==> src/rtl/buffer_ctrl_pkg.sv <==
// Shared constants for the buffer pool read sequencer: shift-register control
// codes, FSM state encoding, counter widths and the latched command record.
package buffer_ctrl_pkg;

  localparam logic [2:0] CTRL_HOLD    = 3'd0;
  localparam logic [2:0] CTRL_LOAD    = 3'd1;
  localparam logic [2:0] CTRL_SHIFT_A = 3'd2;
  localparam logic [2:0] CTRL_SHIFT_B = 3'd3;

  localparam logic [2:0] S_IDLE  = 3'd0;
  localparam logic [2:0] S_READ  = 3'd1;
  localparam logic [2:0] S_WAIT  = 3'd2;
  localparam logic [2:0] S_LOAD  = 3'd3;
  localparam logic [2:0] S_SHIFT = 3'd4;
  localparam logic [2:0] S_DONE  = 3'd5;

  localparam int ROW_W   = 8;
  localparam int SHIFT_W = 4;
  localparam int WAIT_W  = 8;

  typedef struct packed {
    logic [ROW_W-1:0]   rows;
    logic [SHIFT_W-1:0] shifts;
    logic [3:0]         iszero;
    logic [7:0]         buffermux;
  } cmd_cfg_t;

  // Shift phases alternate A,B,A,... with the first shift of every row on A.
  function automatic logic [2:0] shift_phase(input logic odd);
    return odd ? CTRL_SHIFT_B : CTRL_SHIFT_A;
  endfunction

endpackage

==> src/rtl/buffer_pool_sequencer_if.sv <==
// Command channel from the layer scheduler into the buffer pool sequencer.
// Handshake: a command transfers on a rising clk edge where cmd_valid && cmd_ready;
// cmd_ready is high only while the sequencer is idle and there is no queueing.
interface buffer_pool_sequencer_if
  import buffer_ctrl_pkg::*;
#(
  parameter int ADDR_LEN = 9
);
  logic                cmd_valid;
  logic                cmd_ready;
  logic [ADDR_LEN-1:0] cmd_base;
  logic [ROW_W-1:0]    cmd_rows;
  logic [SHIFT_W-1:0]  cmd_shifts;
  logic [3:0]          cmd_iszero;
  logic [7:0]          cmd_buffermux;

  modport master (
    output cmd_valid, cmd_base, cmd_rows, cmd_shifts, cmd_iszero, cmd_buffermux,
    input  cmd_ready
  );

  modport slave (
    input  cmd_valid, cmd_base, cmd_rows, cmd_shifts, cmd_iszero, cmd_buffermux,
    output cmd_ready
  );
endinterface

==> src/rtl/buffer_seq_addr_gen.sv <==
// Row counter and base+row read address, wrapped to ADDR_LEN bits and
// broadcast to every buffer slice. The address register only updates on issue.
module buffer_seq_addr_gen
  import buffer_ctrl_pkg::*;
#(
  parameter int ADDR_LEN   = 9,
  parameter int BUFFER_NUM = 64
) (
  input  logic                           clk,
  input  logic                           rst,
  input  logic                           start,
  input  logic [ADDR_LEN-1:0]            start_base,
  input  logic                           step,
  input  logic                           issue,
  output logic [ROW_W-1:0]               row,
  output logic [BUFFER_NUM*ADDR_LEN-1:0] addrb
);

  logic [ADDR_LEN-1:0]            base_q, base_d;
  logic [ROW_W-1:0]               row_q, row_d;
  logic [BUFFER_NUM*ADDR_LEN-1:0] addrb_q, addrb_d;
  logic [ADDR_LEN-1:0]            slice;

  // The address is built from next-cycle base/row so it lines up with READ.
  always_comb begin
    base_d = start ? start_base : base_q;
    row_d  = row_q;
    if (start)     row_d = '0;
    else if (step) row_d = row_q + ROW_W'(1);
    slice   = base_d + ADDR_LEN'(row_d);
    addrb_d = issue ? {BUFFER_NUM{slice}} : addrb_q;
  end

  always_ff @(posedge clk or posedge rst) begin
    if (rst) begin
      base_q  <= '0;
      row_q   <= '0;
      addrb_q <= '0;
    end else begin
      base_q  <= base_d;
      row_q   <= row_d;
      addrb_q <= addrb_d;
    end
  end

  assign row   = row_q;
  assign addrb = addrb_q;

endmodule

==> src/rtl/buffer_pool_sequencer.sv <==
// Read-side sequencer for the BufferPool and buffer_shift_register: per row it
// issues a broadcast read, waits READ_LAT, loads, then shifts. Optional
// BUF_SEQ_PERF_EN adds a saturating busy-cycle counter output.
module buffer_pool_sequencer
  import buffer_ctrl_pkg::*;
#(
  parameter int X_MAC    = 4,
  parameter int X_MESH   = 16,
  parameter int ADDR_LEN = 9,
  parameter int READ_LAT = 1,
  localparam int BUFFER_NUM = X_MAC * X_MESH,
  localparam int ADDRWIDTH  = BUFFER_NUM * ADDR_LEN
) (
  input  logic                  clk,
  input  logic                  rst,
  buffer_pool_sequencer_if.slave cmd,
  input  logic                  abort,
  output logic [ADDRWIDTH-1:0]  addrb,
  output logic [2:0]            control,
  output logic [3:0]            iszero,
  output logic [7:0]            buffermux,
  output logic                  busy,
  output logic                  done,
  output logic [2:0]            dbg_state
`ifdef BUF_SEQ_PERF_EN
  ,
  output logic [31:0]           perf_busy_cycles
`endif
);

  localparam logic [WAIT_W-1:0] WAIT_LAST = WAIT_W'(READ_LAT - 1);
  localparam logic [ROW_W:0]    ONE_ROW   = (ROW_W+1)'(1);

  logic [2:0]         state_q, state_d;
  cmd_cfg_t           cfg_q, cfg_d;
  logic [WAIT_W-1:0]  wait_cnt_q, wait_cnt_d;
  logic [SHIFT_W-1:0] shift_cnt_q, shift_cnt_d;
  logic [2:0]         control_q, control_d;
  logic               busy_q, busy_d;
  logic               done_q, done_d;
  logic               ready_q, ready_d;
  logic               start, step, issue, last_row;
  logic [ROW_W-1:0]   row;

  always_comb begin
    start       = (state_q == S_IDLE) && cmd.cmd_valid;
    last_row    = ({1'b0, row} + ONE_ROW) >= {1'b0, cfg_q.rows};
    state_d     = state_q;
    cfg_d       = cfg_q;
    wait_cnt_d  = wait_cnt_q;
    shift_cnt_d = shift_cnt_q;

    case (state_q)
      S_IDLE: begin
        if (start) begin
          cfg_d.rows      = cmd.cmd_rows;
          cfg_d.shifts    = cmd.cmd_shifts;
          cfg_d.iszero    = cmd.cmd_iszero;
          cfg_d.buffermux = cmd.cmd_buffermux;
          state_d = (cmd.cmd_rows == '0) ? S_DONE : S_READ;
        end
      end
      S_READ: begin
        state_d    = S_WAIT;
        wait_cnt_d = '0;
      end
      S_WAIT: begin
        if (wait_cnt_q == WAIT_LAST) state_d = S_LOAD;
        else                         wait_cnt_d = wait_cnt_q + WAIT_W'(1);
      end
      S_LOAD: begin
        shift_cnt_d = '0;
        if (cfg_q.shifts != '0) state_d = S_SHIFT;
        else                    state_d = last_row ? S_DONE : S_READ;
      end
      S_SHIFT: begin
        if (shift_cnt_q == cfg_q.shifts - SHIFT_W'(1)) state_d = last_row ? S_DONE : S_READ;
        else                                           shift_cnt_d = shift_cnt_q + SHIFT_W'(1);
      end
      S_DONE:  state_d = S_IDLE;
      default: state_d = S_IDLE;
    endcase

    // Cancel wins over any progress; done is never raised on this path.
    if (abort && (state_q != S_IDLE)) state_d = S_IDLE;

    issue = (state_d == S_READ);
    step  = issue && (state_q != S_IDLE);

    control_d = CTRL_HOLD;
    if (state_d == S_LOAD)       control_d = CTRL_LOAD;
    else if (state_d == S_SHIFT) control_d = shift_phase(shift_cnt_d[0]);

    busy_d  = (state_d != S_IDLE);
    done_d  = (state_d == S_DONE);
    ready_d = (state_d == S_IDLE);
  end

  always_ff @(posedge clk or posedge rst) begin
    if (rst) begin
      state_q     <= S_IDLE;
      cfg_q       <= '0;
      wait_cnt_q  <= '0;
      shift_cnt_q <= '0;
      control_q   <= CTRL_HOLD;
      busy_q      <= 1'b0;
      done_q      <= 1'b0;
      ready_q     <= 1'b1;
    end else begin
      state_q     <= state_d;
      cfg_q       <= cfg_d;
      wait_cnt_q  <= wait_cnt_d;
      shift_cnt_q <= shift_cnt_d;
      control_q   <= control_d;
      busy_q      <= busy_d;
      done_q      <= done_d;
      ready_q     <= ready_d;
    end
  end

  buffer_seq_addr_gen #(
    .ADDR_LEN  (ADDR_LEN),
    .BUFFER_NUM(BUFFER_NUM)
  ) u_addr_gen (
    .clk       (clk),
    .rst       (rst),
    .start     (start),
    .start_base(cmd.cmd_base),
    .step      (step),
    .issue     (issue),
    .row       (row),
    .addrb     (addrb)
  );

  assign cmd.cmd_ready = ready_q;
  assign control       = control_q;
  assign iszero        = cfg_q.iszero;
  assign buffermux     = cfg_q.buffermux;
  assign busy          = busy_q;
  assign done          = done_q;
  assign dbg_state     = state_q;

`ifdef BUF_SEQ_PERF_EN
  logic [31:0] perf_q, perf_d;

  always_comb begin
    perf_d = perf_q;
    if (busy_q && (perf_q != 32'hFFFF_FFFF)) perf_d = perf_q + 32'd1;
  end

  always_ff @(posedge clk or posedge rst) begin
    if (rst) perf_q <= '0;
    else     perf_q <= perf_d;
  end

  assign perf_busy_cycles = perf_q;
`endif

endmodule

==> src/flat_wrapper.sv <==
// flat-port wrapper written by rule: the top's interface ports become plain ports
module buffer_pool_sequencer_flat import buffer_ctrl_pkg::*;
#(
  parameter int X_MAC    = 4,
  parameter int X_MESH   = 16,
  parameter int ADDR_LEN = 9,
  parameter int READ_LAT = 1,
  localparam int BUFFER_NUM = X_MAC * X_MESH,
  localparam int ADDRWIDTH  = BUFFER_NUM * ADDR_LEN
)
  (clk, rst, abort, addrb, control, iszero, buffermux, busy, done, dbg_state, cmd_cmd_valid, cmd_cmd_base, cmd_cmd_rows, cmd_cmd_shifts, cmd_cmd_iszero, cmd_cmd_buffermux, cmd_cmd_ready);
  buffer_pool_sequencer_if #(.ADDR_LEN(ADDR_LEN)) cmd_i ();
  input  logic clk;
  input  logic rst;
  input  logic abort;
  output logic [ADDRWIDTH-1:0] addrb;
  output logic [2:0] control;
  output logic [3:0] iszero;
  output logic [7:0] buffermux;
  output logic busy;
  output logic done;
  output logic [2:0] dbg_state;
  input wire logic [$bits(cmd_i.cmd_valid)-1:0] cmd_cmd_valid;
  input wire logic [$bits(cmd_i.cmd_base)-1:0] cmd_cmd_base;
  input wire logic [$bits(cmd_i.cmd_rows)-1:0] cmd_cmd_rows;
  input wire logic [$bits(cmd_i.cmd_shifts)-1:0] cmd_cmd_shifts;
  input wire logic [$bits(cmd_i.cmd_iszero)-1:0] cmd_cmd_iszero;
  input wire logic [$bits(cmd_i.cmd_buffermux)-1:0] cmd_cmd_buffermux;
  output wire logic [$bits(cmd_i.cmd_ready)-1:0] cmd_cmd_ready;
  assign cmd_i.cmd_valid = cmd_cmd_valid;
  assign cmd_i.cmd_base = cmd_cmd_base;
  assign cmd_i.cmd_rows = cmd_cmd_rows;
  assign cmd_i.cmd_shifts = cmd_cmd_shifts;
  assign cmd_i.cmd_iszero = cmd_cmd_iszero;
  assign cmd_i.cmd_buffermux = cmd_cmd_buffermux;
  assign cmd_cmd_ready = cmd_i.cmd_ready;
  buffer_pool_sequencer #(.X_MAC(X_MAC), .X_MESH(X_MESH), .ADDR_LEN(ADDR_LEN), .READ_LAT(READ_LAT)) u_core (.clk(clk), .rst(rst), .cmd(cmd_i), .abort(abort), .addrb(addrb), .control(control), .iszero(iszero), .buffermux(buffermux), .busy(busy), .done(done), .dbg_state(dbg_state));
endmodule
==> config.mk <==
export PLATFORM = sky130hd
export DESIGN_NAME = buffer_pool_sequencer_flat
export DESIGN_NICKNAME = d
export VERILOG_FILES = /design/src/rtl/buffer_ctrl_pkg.sv /design/src/rtl/buffer_pool_sequencer_if.sv /design/src/rtl/buffer_seq_addr_gen.sv /design/src/rtl/buffer_pool_sequencer.sv /design/src/flat_wrapper.sv
export SDC_FILE = /design/constraint.sdc
export NUM_CORES = 1
export LEC_CHECK = 0
export CORE_AREA = 2 2 248 250
export CTS_CLUSTER_DIAMETER = 150
export DETAILED_ROUTE_END_ITERATION = 6
export DIE_AREA = 0 0 250 252
export HOLD_SLACK_MARGIN = 0.1
export PLACE_DENSITY = 0.48
export SYNTH_ARGS = -nofsm -noshare
export SYNTH_HDL_FRONTEND = slang
export SYNTH_SLANG_ARGS = --single-unit
==> constraint.sdc <==
create_clock -name clk -period 4.1 [get_ports clk]
set_input_delay 0.41 -clock clk [delete_from_list [all_inputs] [get_ports clk]]
set_output_delay 0.41 -clock clk [all_outputs]
set_load 0.1 [all_outputs]
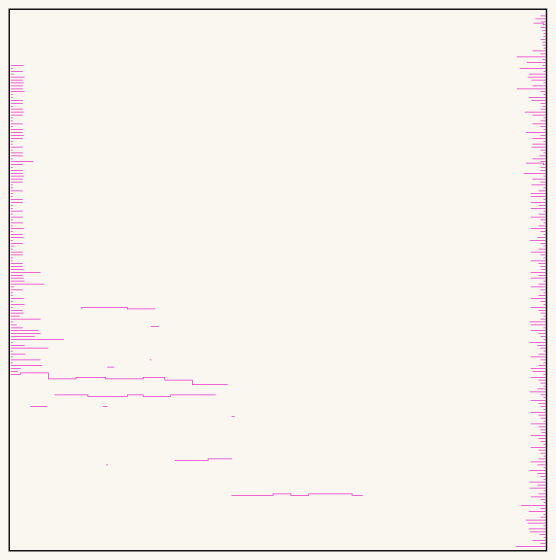
Fig. 1. Metal 3 (run 1).
main direction: horizontal
nets with wire on the layer: 294
share of all routed wire: 7.3%

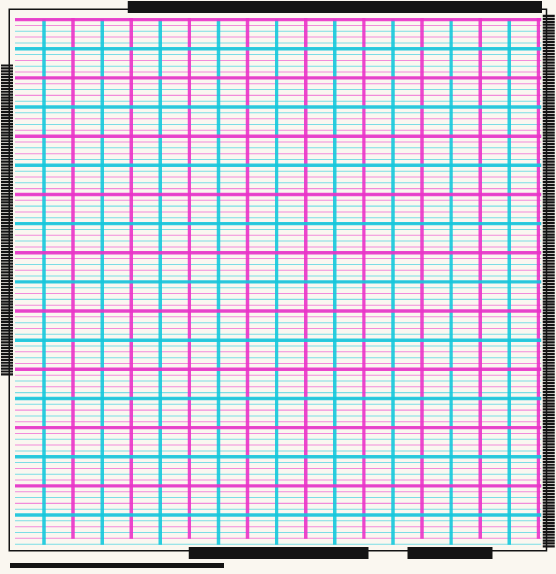
Fig. 2. Floorplan with the power grid (run 1).
The bar under the picture is 100 microns long. Pins as bars on the die edge.
[VDD] magenta
[VSS] cyan
met4 straps: 18
met1 rails: 91
met5 straps: 18
signal pins: 634
rows: 90

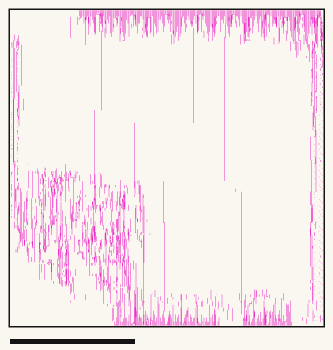
Fig. 3. Metal 2 (run 1).
The bar under the picture is 100 microns long.
wire length on this layer: 10500 microns
share of all routed wire: 50%
drt total wl: 20800 microns
via total after detailed routing: 5300
met2 capacity usage during global routing: 10.4%

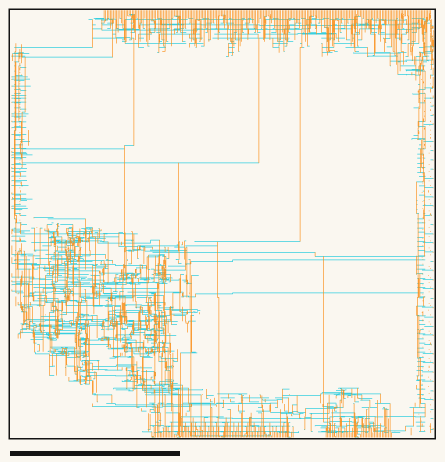
Fig. 4. Metal layers overlaid (run 1).
The bar under the picture is 100 microns long. Only two layers are drawn.
[met1] cyan | wire length: 8720 microns
[met2] orange | wire length: 10500 microns

==> Flow_metrics.wiki, run 1 <==
== Flow metrics ==
{| class="wikitable"
! Metric !! Value
|-
| Yosys top cell by area || sky130_fd_sc_hd__buf_4
|-
| Run status || finished, final reports clean
|-
| Die extent in y || 252 microns
|-
| Clk latency late pin || 0.35 ns
|-
| Via count of the first global-routing pass || 4767
|-
| Starting density of the core || 13.4%
|-
| Final Hold Viols || 0
|-
| TritonCTS clock tree || built
|-
| Cell resize tally after clock tree synthesis || 0
|-
| Initial detailed-routing violation count || 208
|-
| Worst slew margin relative to its limit || 26.4%
|-
| Stages on worst setup path || 18
|-
| Register bit count reported by yosys || 70
|-
| Critical Path Max Stage Delay || 0.35 ns
|-
| Clock sink count || 70
|-
| Sequential cell count || 70
|-
| Die footprint || 63000 sq um
|-
| Reg-to-reg slack, setup || 0.25 ns
|-
| Worst setup startpoint || u_core.u_addr_gen.row[4]$_DFF_PP0_
|-
| Max-Cap Viols || 0
|-
| Slew of the pin with the lowest slew margin || 1.10 ns
|-
| Worst Path Buf+Inv || 1
|-
| Period utilisation layout || 93.9%
|-
| Detail Route met3 WL || 1510 microns
|-
| Yosys stat cell total || 926
|-
| Final antenna diode count || 0
|-
| # DRC || 0
|-
| Overall fraction of global-route tracks in use || 5.83%
|-
| Launching point of the worst reg2reg path || u_core.u_addr_gen.row[4]$_DFF_PP0_
|-
| Invs w/o clock || 24
|-
| Largest net degree at the start of global routing || 66
|-
| Core Region || 60100 sq um
|-
| Number of enable-type register cells in the synthesized netlist || 0
|-
| Number of vias per cell after detailed routing || 2.96
|-
| Top post-synthesis cells by count || 580 x sky130_fd_sc_hd__buf_4, 69 x sky130_fd_sc_hd__dfrtp_1, 35 x sky130_fd_sc_hd__mux2_2, 31 x sky130_fd_sc_hd__nand2_1, 24 x sky130_fd_sc_hd__inv_1
|-
| Share of the core filled with cells || 18.9%
|-
| Most frequent standard cell in the layout excluding fill and tap cells || sky130_fd_sc_hd__clkdlybuf4s50_1
|-
| Clock skew || 0.0107 ns
|-
| WL per Instance || 11.6 microns
|-
| Sort of element at the end of the critical path || flip-flop
|-
| CTS hold repair buffers || 0
|-
| GRT met1 Usage || 7.05%
|-
| Sequential share of cell area || 15.5%
|-
| Met3 Track Usage GR || 1.70%
|-
| Wire length of the first global-routing pass || 28800 microns
|-
| FP Rows || 90
|-
| Hold slack final || 0.307 ns
|-
| Nets at Floorplan || 986
|-
| Number of top-level design ports || 634
|-
| Width of the chip || 250 microns
|-
| Number of levels in the clock H-tree || 3
|-
| Share of layout cells above drive strength 1 || 18.2%
|-
| Number of cells in the design after placement || 1774
|-
| Area taken by flip-flops and latches || 1770 sq um
|-
| Detailed Place HPWL || 16000 microns
|-
| Tap Cells || 782
|-
| Count of endpoints failing setup in the final report || 0
|-
| Multi-input combinational gate total || 243
|-
| Top fanout value on the critical path || 3
|-
| Worst path slowest cell || sky130_fd_sc_hd__fa_2
|-
| Fmax || 260 MHz
|-
| Initial DRT Pass Iterations || 4
|-
| Dominant synthesized flop cell || sky130_fd_sc_hd__dfrtp_1
|-
| Kind of critical path || flip-flop to flip-flop
|-
| GRT busiest layer || met2
|-
| Wire length the detailed router placed on met1 || 8720 microns
|-
| Capturing instance or port of the critical path || u_core.u_addr_gen.addrb[566]$_DFFE_PP0N_
|-
| Arrival time at the worst endpoint || 4.08 ns
|-
| Dominant cell by count in the synthesized netlist || sky130_fd_sc_hd__buf_4
|-
| Synthesized instance count || 926
|-
| Area overhead of the layout relative to synthesis || 41.2%
|-
| Post-Place Worst Slack || -0.0461 ns
|-
| YS warnings || 0
|-
| Clock input transition at the sequential cells of the worst setup and hold paths || 0.06 ns
|-
| Kind of cell with the highest combined delay on the critical path || AND-OR/OR-AND gates
|-
| Post-Syn Area || 8070 sq um
|-
| Unrepaired setup endpoints after global routing || false
|-
| Remaining antenna violation count || 0
|-
| Asr flop ratio synth || 100%
|-
| Post-synthesis chip area from yosys || 8070 sq um
|-
| Setup bufs post-CTS || 0
|-
| Worst reg2reg path endpoint || u_core.u_addr_gen.addrb[566]$_DFFE_PP0N_
|-
| Post-synthesis area per instance || 8.72 sq um
|-
| Top register by number of flip-flops || u_core.cfg_q
|-
| Non-clock buffering overhead || 55.5%
|-
| Flip-flop count of the largest register after layout || 12
|-
| Largest buffer count on any clock path || 2
|-
| Clock period minus worst slack || 3.85 ns
|-
| Required time worst endpoint || 4.33 ns
|-
| Global placement routability congestion || 0.682
|}
[run 1: kinds of logic (layout without fill, tap and decap cells)]
family                   count (synthesis)  count (layout)  synth area share [%]
other                                    1               1                0.0465
AND/OR/NAND/NOR                        107             107                  6.96
adder cells (fa/ha/maj)                 23              23                  3.66
XOR/XNOR                                25              25                  2.90
flip-flops                              70              70                  21.7
buffers and inverters                  613             696                  55.6
AND-OR/OR-AND                           47              47                  3.61
multiplexers                            40              40                  5.50
## Run 2: what changed since run 1
- ABC_CLOCK_PERIOD_IN_PS: unset -> 4100
- CAP_MARGIN: unset -> 10
- SETUP_SLACK_MARGIN: unset -> 0.4
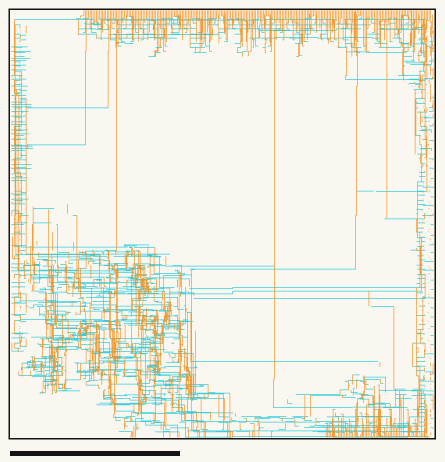
Fig. 5. Metal layers overlaid (run 2).
The bar under the picture is 100 microns long. Only two layers are drawn.
[met2] orange | wire length: 10700 microns
[met1] cyan | wire length: 9510 microns

==> run 2 against run 1 <==
- largest cell class unchanged
- critical path type unchanged
- sequential share of layout area is 0.17 points lower
- non-clock buffer count increased by 3
- synthesized area is the same
- final area grew 1.2%
- via count is 0.42% lower
- count of clock-buffer cells in the layout down 1
- setup slack better by 0.0095 ns
==> Flow_metrics.wiki, run 2 <==
== Flow metrics ==
{| class="wikitable"
! Metric !! Value
|-
| Launching point of the worst reg2reg path || u_core.u_addr_gen.row[1]$_DFF_PP0_
|-
| Synthesized instance count || 926
|-
| Asr flop ratio synth || 100%
|-
| Top fanout value on the critical path || 4
|-
| Area overhead of the layout relative to synthesis || 42.8%
|-
| Capturing instance or port of the critical path || u_core.u_addr_gen.addrb[566]$_DFFE_PP0N_
|-
| Post-Place Worst Slack || 0.0318 ns
|-
| Tap Cells || 782
|-
| Unrepaired setup endpoints after global routing || true
|-
| Sort of element at the end of the critical path || flip-flop
|-
| Clk latency late pin || 0.36 ns
|-
| Slew of the pin with the lowest slew margin || 1.15 ns
|-
| Top register by number of flip-flops || u_core.cfg_q
|-
| Die extent in y || 252 microns
|-
| Number of enable-type register cells in the synthesized netlist || 0
|-
| Number of top-level design ports || 634
|-
| Fmax || 260 MHz
|-
| Period utilisation layout || 93.7%
|-
| Arrival time at the worst endpoint || 4.09 ns
|-
| Number of levels in the clock H-tree || 3
|-
| Nets at Floorplan || 986
|-
| Worst path slowest cell || sky130_fd_sc_hd__dfrtp_1
|-
| Overall fraction of global-route tracks in use || 6.30%
|-
| Dominant cell by count in the synthesized netlist || sky130_fd_sc_hd__buf_4
|-
| Clock input transition at the sequential cells of the worst setup and hold paths || 0.06 ns
|-
| Top post-synthesis cells by count || 580 x sky130_fd_sc_hd__buf_4, 69 x sky130_fd_sc_hd__dfrtp_1, 35 x sky130_fd_sc_hd__mux2_2, 31 x sky130_fd_sc_hd__nand2_1, 24 x sky130_fd_sc_hd__inv_1
|-
| Kind of cell with the highest combined delay on the critical path || adder cells
|-
| Worst reg2reg path endpoint || u_core.u_addr_gen.addrb[566]$_DFFE_PP0N_
|-
| Clock period minus worst slack || 3.84 ns
|-
| Post-Syn Area || 8070 sq um
|-
| FP Rows || 90
|-
| GRT busiest layer || met2
|-
| Flip-flop count of the largest register after layout || 12
|-
| Register bit count reported by yosys || 70
|-
| Run status || finished, final reports clean
|-
| Met2 capacity usage during global routing || 10.9%
|-
| Detailed Place HPWL || 17100 microns
|-
| Stages on worst setup path || 20
|-
| # DRC || 0
|-
| Largest net degree at the start of global routing || 66
|-
| Hold slack final || 0.502 ns
|-
| Multi-input combinational gate total || 243
|-
| Yosys top cell by area || sky130_fd_sc_hd__buf_4
|-
| Width of the chip || 250 microns
|-
| Max-Cap Viols || 0
|-
| Number of vias per cell after detailed routing || 2.94
|-
| Initial DRT Pass Iterations || 4
|-
| Via count of the first global-routing pass || 4803
|-
| Clock sink count || 70
|-
| Yosys stat cell total || 926
|-
| Sequential share of cell area || 15.3%
|-
| Count of endpoints failing setup in the final report || 0
|-
| Required time worst endpoint || 4.34 ns
|-
| Clock skew || 0.00780 ns
|-
| Sequential cell count || 70
|-
| WL per Instance || 12.4 microns
|-
| Core Region || 60100 sq um
|-
| Worst slew margin relative to its limit || 23.1%
|-
| Largest buffer count on any clock path || 2
|-
| Wire length the detailed router placed on met1 || 9510 microns
|-
| CTS hold repair buffers || 0
|-
| Global placement routability congestion || 0.732
|-
| Area taken by flip-flops and latches || 1770 sq um
|-
| Post-synthesis area per instance || 8.72 sq um
|-
| Die footprint || 63000 sq um
|-
| Worst Path Buf+Inv || 2
|-
| Kind of critical path || flip-flop to flip-flop
|-
| Final antenna diode count || 0
|-
| Final Hold Viols || 0
|}
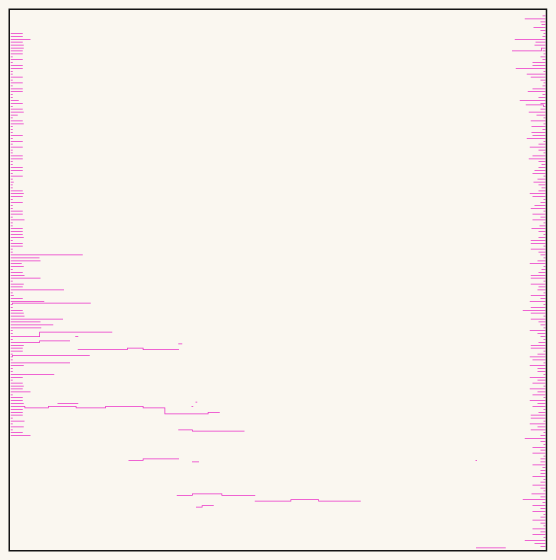
Fig. 6. Metal 3 (run 2).
nets with wire on the layer: 326
wire length on this layer: 1880 microns
met3 Track Usage GR: 2.00%
via total after detailed routing: 5278
drt total wl: 22300 microns

[run 2: logic make-up after synthesis]
family	Yosys count	share of synthesized area, %
AND/OR/NAND/NOR	107	6.96
other	1	0.0465
XOR/XNOR	25	2.90
flip-flops	70	21.7
adder cells (fa/ha/maj)	23	3.66
AND-OR/OR-AND	47	3.61
buffers and inverters	613	55.6
multiplexers	40	5.50
[run 2: what timing repair did]
action | CTS | global route
buffers inserted | 6 | 0
gates resized | 19 | 2
setup endpoints to repair | 5 | 5
pin swaps | 16 | 3
